## config.mk

```make
export PLATFORM = sky130hd
export DESIGN_NAME = q1_control
export DESIGN_NICKNAME = d
export VERILOG_FILES = /design/src/rtl/q1_control.sv
export SDC_FILE = /design/constraint.sdc
export NUM_CORES = 1
export LEC_CHECK = 0
export ABC_CLOCK_PERIOD_IN_PS = 2220
export CAP_MARGIN = 20
export CORE_MARGIN = 2
export CORE_UTILIZATION = 41
export CTS_CLUSTER_SIZE = 14
export DETAILED_ROUTE_END_ITERATION = 10
export GPL_TIMING_DRIVEN = 0
export SKIP_CTS_REPAIR_TIMING = 1
export SLEW_MARGIN = 25
export SYNTH_ARGS = -nofsm -noshare
export SYNTH_HDL_FRONTEND = slang
export SYNTH_SLANG_ARGS = --single-unit
```

## constraint.sdc

```tcl
create_clock -name clock -period 2.22 [get_ports clock]
set_input_delay 0.222 -clock clock [delete_from_list [all_inputs] [get_ports clock]]
set_output_delay 0.222 -clock clock [all_outputs]
set_load 0.02 [all_outputs]
```

## src/rtl/q1_control.sv

```systemverilog
// Command stage for the up/down counter pair: debounced start/stop and swap buttons drive
// a run/stop FSM whose prescaler paces the enable/swap strobes. Define Q1CTRL_STEP_EN to add stepBtn.
module q1_control #(
    parameter int DEBOUNCE_CYCLES = 16,
    parameter int TICK_DIV        = 100,
    parameter int CNT_WIDTH       = 8
) (
    input  logic clock,
    input  logic resetN,
    input  logic startStopBtn,
    input  logic swapBtn,
`ifdef Q1CTRL_STEP_EN
    input  logic stepBtn,
`endif
    output logic enable,
    output logic swap,
    output logic running
);

`ifdef Q1CTRL_STEP_EN
    localparam int NB = 3;
`else
    localparam int NB = 2;
`endif

    localparam int BTN_SS = 0;
    localparam int BTN_SW = 1;

    localparam logic [CNT_WIDTH-1:0] DEB_LAST   = CNT_WIDTH'(DEBOUNCE_CYCLES - 1);
    localparam logic [CNT_WIDTH-1:0] PRESC_LAST = CNT_WIDTH'(TICK_DIV - 1);

    typedef enum logic {
        ST_STOPPED = 1'b0,
        ST_RUNNING = 1'b1
    } state_t;

    logic [NB-1:0]        w_raw;
    logic [NB-1:0]        r_sync1;
    logic [NB-1:0]        r_sync2;
    logic [NB-1:0]        r_deb;
    logic [NB-1:0]        r_deb_d;
    logic [CNT_WIDTH-1:0] r_deb_cnt [NB];
    logic [NB-1:0]        w_press;

    logic                 w_ss_press;
    logic                 w_sw_press;
    logic                 w_step_press;

    state_t               r_state;
    state_t               w_state_nxt;
    logic [CNT_WIDTH-1:0] r_presc;
    logic [CNT_WIDTH-1:0] w_presc_nxt;
    logic                 r_pending;
    logic                 w_pending_nxt;
    logic                 r_enable;
    logic                 w_enable_nxt;
    logic                 r_swap;
    logic                 w_swap_nxt;
    logic                 r_running;

`ifdef Q1CTRL_STEP_EN
    assign w_raw = {stepBtn, swapBtn, startStopBtn};
`else
    assign w_raw = {swapBtn, startStopBtn};
`endif

    // Two-flop synchroniser, then a per-button counter of consecutive disagreeing cycles.
    always_ff @(posedge clock) begin
        if (!resetN) begin
            r_sync1 <= '0;
            r_sync2 <= '0;
            r_deb   <= '0;
            r_deb_d <= '0;
            for (int i = 0; i < NB; i++) begin
                r_deb_cnt[i] <= '0;
            end
        end else begin
            r_sync1 <= w_raw;
            r_sync2 <= r_sync1;
            r_deb_d <= r_deb;
            for (int i = 0; i < NB; i++) begin
                if (r_sync2[i] == r_deb[i]) begin
                    r_deb_cnt[i] <= '0;
                end else if (r_deb_cnt[i] == DEB_LAST) begin
                    r_deb_cnt[i] <= '0;
                    r_deb[i]     <= ~r_deb[i];
                end else begin
                    r_deb_cnt[i] <= r_deb_cnt[i] + 1'b1;
                end
            end
        end
    end

    // A press is the single cycle in which the debounced level has just risen.
    assign w_press    = r_deb & ~r_deb_d;
    assign w_ss_press = w_press[BTN_SS];
    assign w_sw_press = w_press[BTN_SW];
`ifdef Q1CTRL_STEP_EN
    assign w_step_press = w_press[2];
`else
    assign w_step_press = 1'b0;
`endif

    always_ff @(posedge clock) begin
        if (!resetN) begin
            r_state   <= ST_STOPPED;
            r_presc   <= '0;
            r_pending <= 1'b0;
            r_enable  <= 1'b0;
            r_swap    <= 1'b0;
            r_running <= 1'b0;
        end else begin
            r_state   <= w_state_nxt;
            r_presc   <= w_presc_nxt;
            r_pending <= w_pending_nxt;
            r_enable  <= w_enable_nxt;
            r_swap    <= w_swap_nxt;
            r_running <= (w_state_nxt == ST_RUNNING);
        end
    end

    always_comb begin
        w_state_nxt   = r_state;
        w_presc_nxt   = r_presc;
        w_pending_nxt = r_pending;
        w_enable_nxt  = 1'b0;
        w_swap_nxt    = 1'b0;
        case (r_state)
            ST_STOPPED: begin
                w_presc_nxt   = '0;
                w_pending_nxt = 1'b0;
                if (w_ss_press) begin
                    // A swap pressed together with start waits for the first tick.
                    w_state_nxt   = ST_RUNNING;
                    w_pending_nxt = w_sw_press;
                end else if (w_sw_press || w_step_press) begin
                    w_enable_nxt = 1'b1;
                    w_swap_nxt   = w_sw_press;
                end
            end
            ST_RUNNING: begin
                if (w_ss_press) begin
                    w_state_nxt   = ST_STOPPED;
                    w_presc_nxt   = '0;
                    w_pending_nxt = 1'b0;
                end else if (r_presc == PRESC_LAST) begin
                    // A swap landing on a tick edge is held over to the next tick.
                    w_presc_nxt   = '0;
                    w_enable_nxt  = 1'b1;
                    w_swap_nxt    = r_pending;
                    w_pending_nxt = w_sw_press;
                end else begin
                    w_presc_nxt = r_presc + 1'b1;
                    if (w_sw_press) begin
                        w_pending_nxt = 1'b1;
                    end
                end
            end
            default: begin
                w_state_nxt = ST_STOPPED;
            end
        endcase
    end

    assign enable  = r_enable;
    assign swap    = r_swap;
    assign running = r_running;

endmodule

```

Figure 1. Zoomed window.
Window x 35 to 65, y 2 to 32 um. Cells in gray, sequential cells in the stronger gray; small squares are vias.
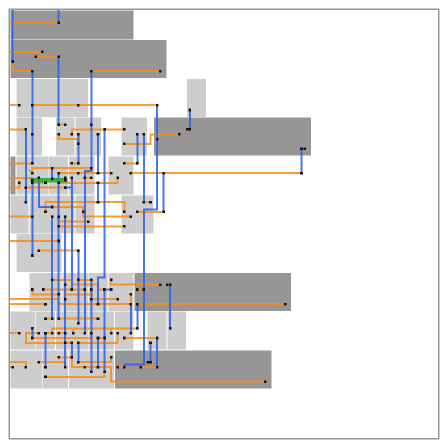
Key: green = met3; orange = met1; blue = met2
Sequential cells in the window: 5. Netlist names of flops here include `r_deb_cnt` (5). Most frequent: edfxtp_1 (5), a21oi_1 (4). 32 logic cells have their middle in the window.

==> results.txt <==
This note records the results obtained with Yosys and OpenROAD.

Worst hold path
The launch point of the worst min-delay path is recorded as r_sync1[0]$_SDFF_PN0_. Checking hold timing, the worst path is listed with class reg2reg. The worst hold path depth is 1. Hold analysis lists the worst path endpoint as r_sync2[0]$_SDFF_PN0_.

Synthesis
After synthesis, the cell types taking the most area are edfxtp_1 (30%), dfxtp_1 (25%), nor2_1 (6.6%). The biggest combinational cell group after synthesis is simple AND/OR/NAND/NOR gates. Of the synthesized area, sequential elements account for 0.553. Of the total synthesized cell area, the portion taken by AND, OR, NAND and NOR gates is 0.253. Yosys reported a register bit count of 36. Synthesis instantiated 32 different standard cells from the library. After synthesis, the mean cell area works out to 10.2 um^2. The combined area of all synthesized cells is 1590 um^2. The post-synthesis compound-gate area fraction is 0.0416. The post-synth tally of flip-flops with integrated enable is 16. In this run, the synthesized area fraction spent on xor and xnor cells is recorded as 0.0879. Ranked by instance count, the synthesized netlist is headed by nor2_1 (28), dfxtp_1 (20), edfxtp_1 (16), nand2_1 (11).

The cell-mix breakdown from Yosys lists the adder-cell area share as 0.0314. The synthesized netlist has a Yosys-reported chip area of 1590 um^2. The number of cells in Yosys stat is 156. Of the post-synthesis cell area, the dominant cell type holds 0.301. The tally of yosys warning messages is 0. The post-synthesis cell count is 156.

The most frequently used flop master after synthesis is dfxtp_1. In the synthesized netlist the async set-or-reset flop fraction comes to 0. The post-synthesis cell type with the largest combined area is edfxtp_1. The mux cell area share after synthesis is 0.0126. The leading cell type by number of instances after synthesis is nor2_1.

Timing
Hold timing on the final database bottoms out at a slack of 0.435 ns. The final cycle utilization of the critical path is 0.748. For this run, the final setup violation count is recorded as 0. Setup repair after global routing left no endpoint under its margin.

The max-slew violation count is 0. The final total negative setup slack is 0 ns. The final hold violation count recorded for this run is 0. The final worst clock skew is 0.00721 ns. The routed design could run at a clock period as short as 1.66 ns.

The peak clock frequency supported by timing is 0.602 GHz.

Worst setup path
The largest fanout on the critical path is 7. STA classifies the critical path endpoint as a register. The category of the critical setup timing path is reg2reg.

The end of the worst register-to-register path is r_presc[3]$_SDFF_PP0_. Grouping stages by cell kind, the critical path spends the most delay in simple AND/OR/NAND/NOR gates. STA reports a reg2reg setup slack of 0.56 ns.

The critical path depth is 6. The required time at the worst endpoint is listed as 2.39 ns. The timing endpoint of the critical path is r_presc[3]$_SDFF_PP0_. The report puts the cell count of the worst reg-to-reg path at 6. The sort of element at the start of the critical path is a register. The worst endpoint data arrival time is 1.84 ns. The largest single stage delay on the critical path is 0.41 ns. The number of buffers and inverters on the critical path is 1. In this run the critical register-to-register path is launched from r_presc[0]$_SDFF_PP0_.

Listed in order, past its start point the critical path passes ha_1, or3b_1, nor4_4, or2_1, buf_6, nor2_1. The first element of the critical path is r_presc[0]$_SDFF_PP0_. The critical path's slowest stage uses the library cell or3b_1.

Routing
The post-route DRC violation count is 0. Per the detail_route log, met2 wirelength is 1.02 mm. In the detailed route, the total length drawn on met3 is 71 um. The detailed-route vias per instance is 4.58. Signal routing reaches up to met4. The first routing iteration left 24 violations. The detail route stage leaves a number of antenna-violating nets equal to 0. The number of optimization iterations in the first detailed-route pass is 4.

The per-cell routed wire length is 9.84 um. The detailed router placed 1067 vias in this run. The final layout contains routed wiring with a total length of 2.29 mm. The routed length on met1 is 1.16 mm.

Layout
The total number of nets in the final design is 192. The multi-input combinational gate total is 129. The design has 36 sequential cells. After layout, the clock buffer instance count stands at 7. Leaving out filler cells and counting taps, the final layout contains 233. Summing all multi-input logic gate instances after layout gives 739 um^2. The top cell types in the final layout, fill and taps aside, are nor2_1 (28), dfxtp_1 (20), edfxtp_1 (16), conb_1 (16), nand2_1 (11). The layout report lists the clock-cell share of area as 0.0439. The final cell utilization of the core is 0.502. In the final layout, the registers with the most flip-flops are r_deb_cnt: 16 flops, r_presc: 8 flops. The number of inverters outside the clock class in the layout is 4.

Of all the cell area in the finished design, non-clock buffers hold 0.0405. The fraction of layout cells with a size suffix above 1 is 0.0486. The largest register by flop count is r_deb_cnt.

The flip-flop and latch share of the layout cell area is 0.476. The logic share of the area is 0.399. Counting only logic cells after layout, the most numerous master is nor2_1. The number of antenna cells inserted is 0.

The total of fill cells in the finished design is 383. The register with the most flip-flops in the layout has 16 of them. The area taken by flip-flops and latches is 881 um^2. The leading cell category by total area is flip-flops and latches.

Clocking
The CTS report gives the tree buffer count as 5. The clock tree has to reach 36 sinks. The clock tree from TritonCTS is yes. The clock insertion delay at the later pin of the skew report is 0.28 ns. The maximum clock path buffer count is 2. The clock-pin slew on the worst setup and hold paths is 0.06 ns. Clock tree synthesis selected as its root buffer the cell clkbuf_8. The deepest level of the CTS H-tree is 2.

GRT
The residual overflow from global routing is 0. The global-route met2 utilization is 0.203. The number of global-route vias before repair was 1022.

For met3 alone, demand over resource in global routing was 0.0460. Entering global routing, the biggest net connects 12 pins. The global-route layer with the greatest usage is met2.

The first global-routing pass estimated 4.22 mm of wire. The met1 demand-to-capacity share in global routing is 0.151. The total routing usage reported by global routing is 0.129. The number of antenna violations at the first check in global routing is 0.

Die
The die extent in x is 66.4 um. The number of primary I/O pins is 7. According to the floorplan report, the placeable core area is 3690 um^2. In this run the vertical extent of the chip is 66.4 um. During tapcell insertion the tool placed 48 well taps. The floorplan step defined a die boundary enclosing 4400 um^2. The pre-placement core utilization is 0.432.

The placement row count is 22.

Power and ir drop
The cell-internal power is 0.000946 W. The cell leakage power is 0.674 nW. The design draws 0.00119 W. The largest share of the power goes to registers. The power report attributes to the sequential group a share of 0.603. The flip-flop and latch power is 0.000720 W. The switching part of the total is 0.208. The clock-net power is 0.000433 W. The combinational fraction of design power is 0.035.

The flow reported a cell area power density of 645 nW/um^2. The switching power total is 0.000248 W. IR analysis of the VDD net gives a maximum drop of 0.383 mV. The combinational-cell power consumption is 0.0000417 W. The part of the total power dissipated in the clock network is 0.362.

Placed design
Counting tap cells, the placed design contains a total of 225 instances. The final RePlAce weighted congestion is 0.776. The pre-CTS setup slack is 0.548 ns. After detailed placement, the total cell area comes to 1770 um^2. The half-perimeter wire length of the detailed placement result is 1.69 mm. The number of input and output port buffers inserted is 6.

Flow run
The run reported a max-capacitance violation count of 0. Across all stage logs, warnings added up to 26.

Outcome
The run finished with clean final reports.
Figure 2. Sizing map.
Scale bar: 20 um.
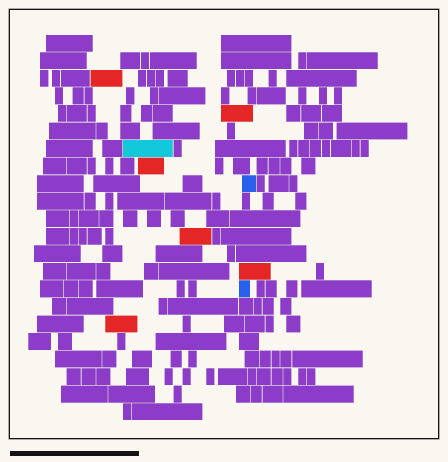
Key: red = drive 6 and up [cells 6, share 3.2%, most used clkbuf_8]; purple = drive 1 or less [cells 176, share 95%, most used nor2_1]; blue = drive 2 [cells 2, share 1.1%]; cyan = drive 3 to 4 [cells 1, share 0.54%, most used nor4_4]
worst path setup slack after routing: 0.559 ns
area added between synthesis and finish: 16.2%
bufs w/o clock: 8
post-route cell area: 1850 um^2

Power and IR drop assume default switching activity.
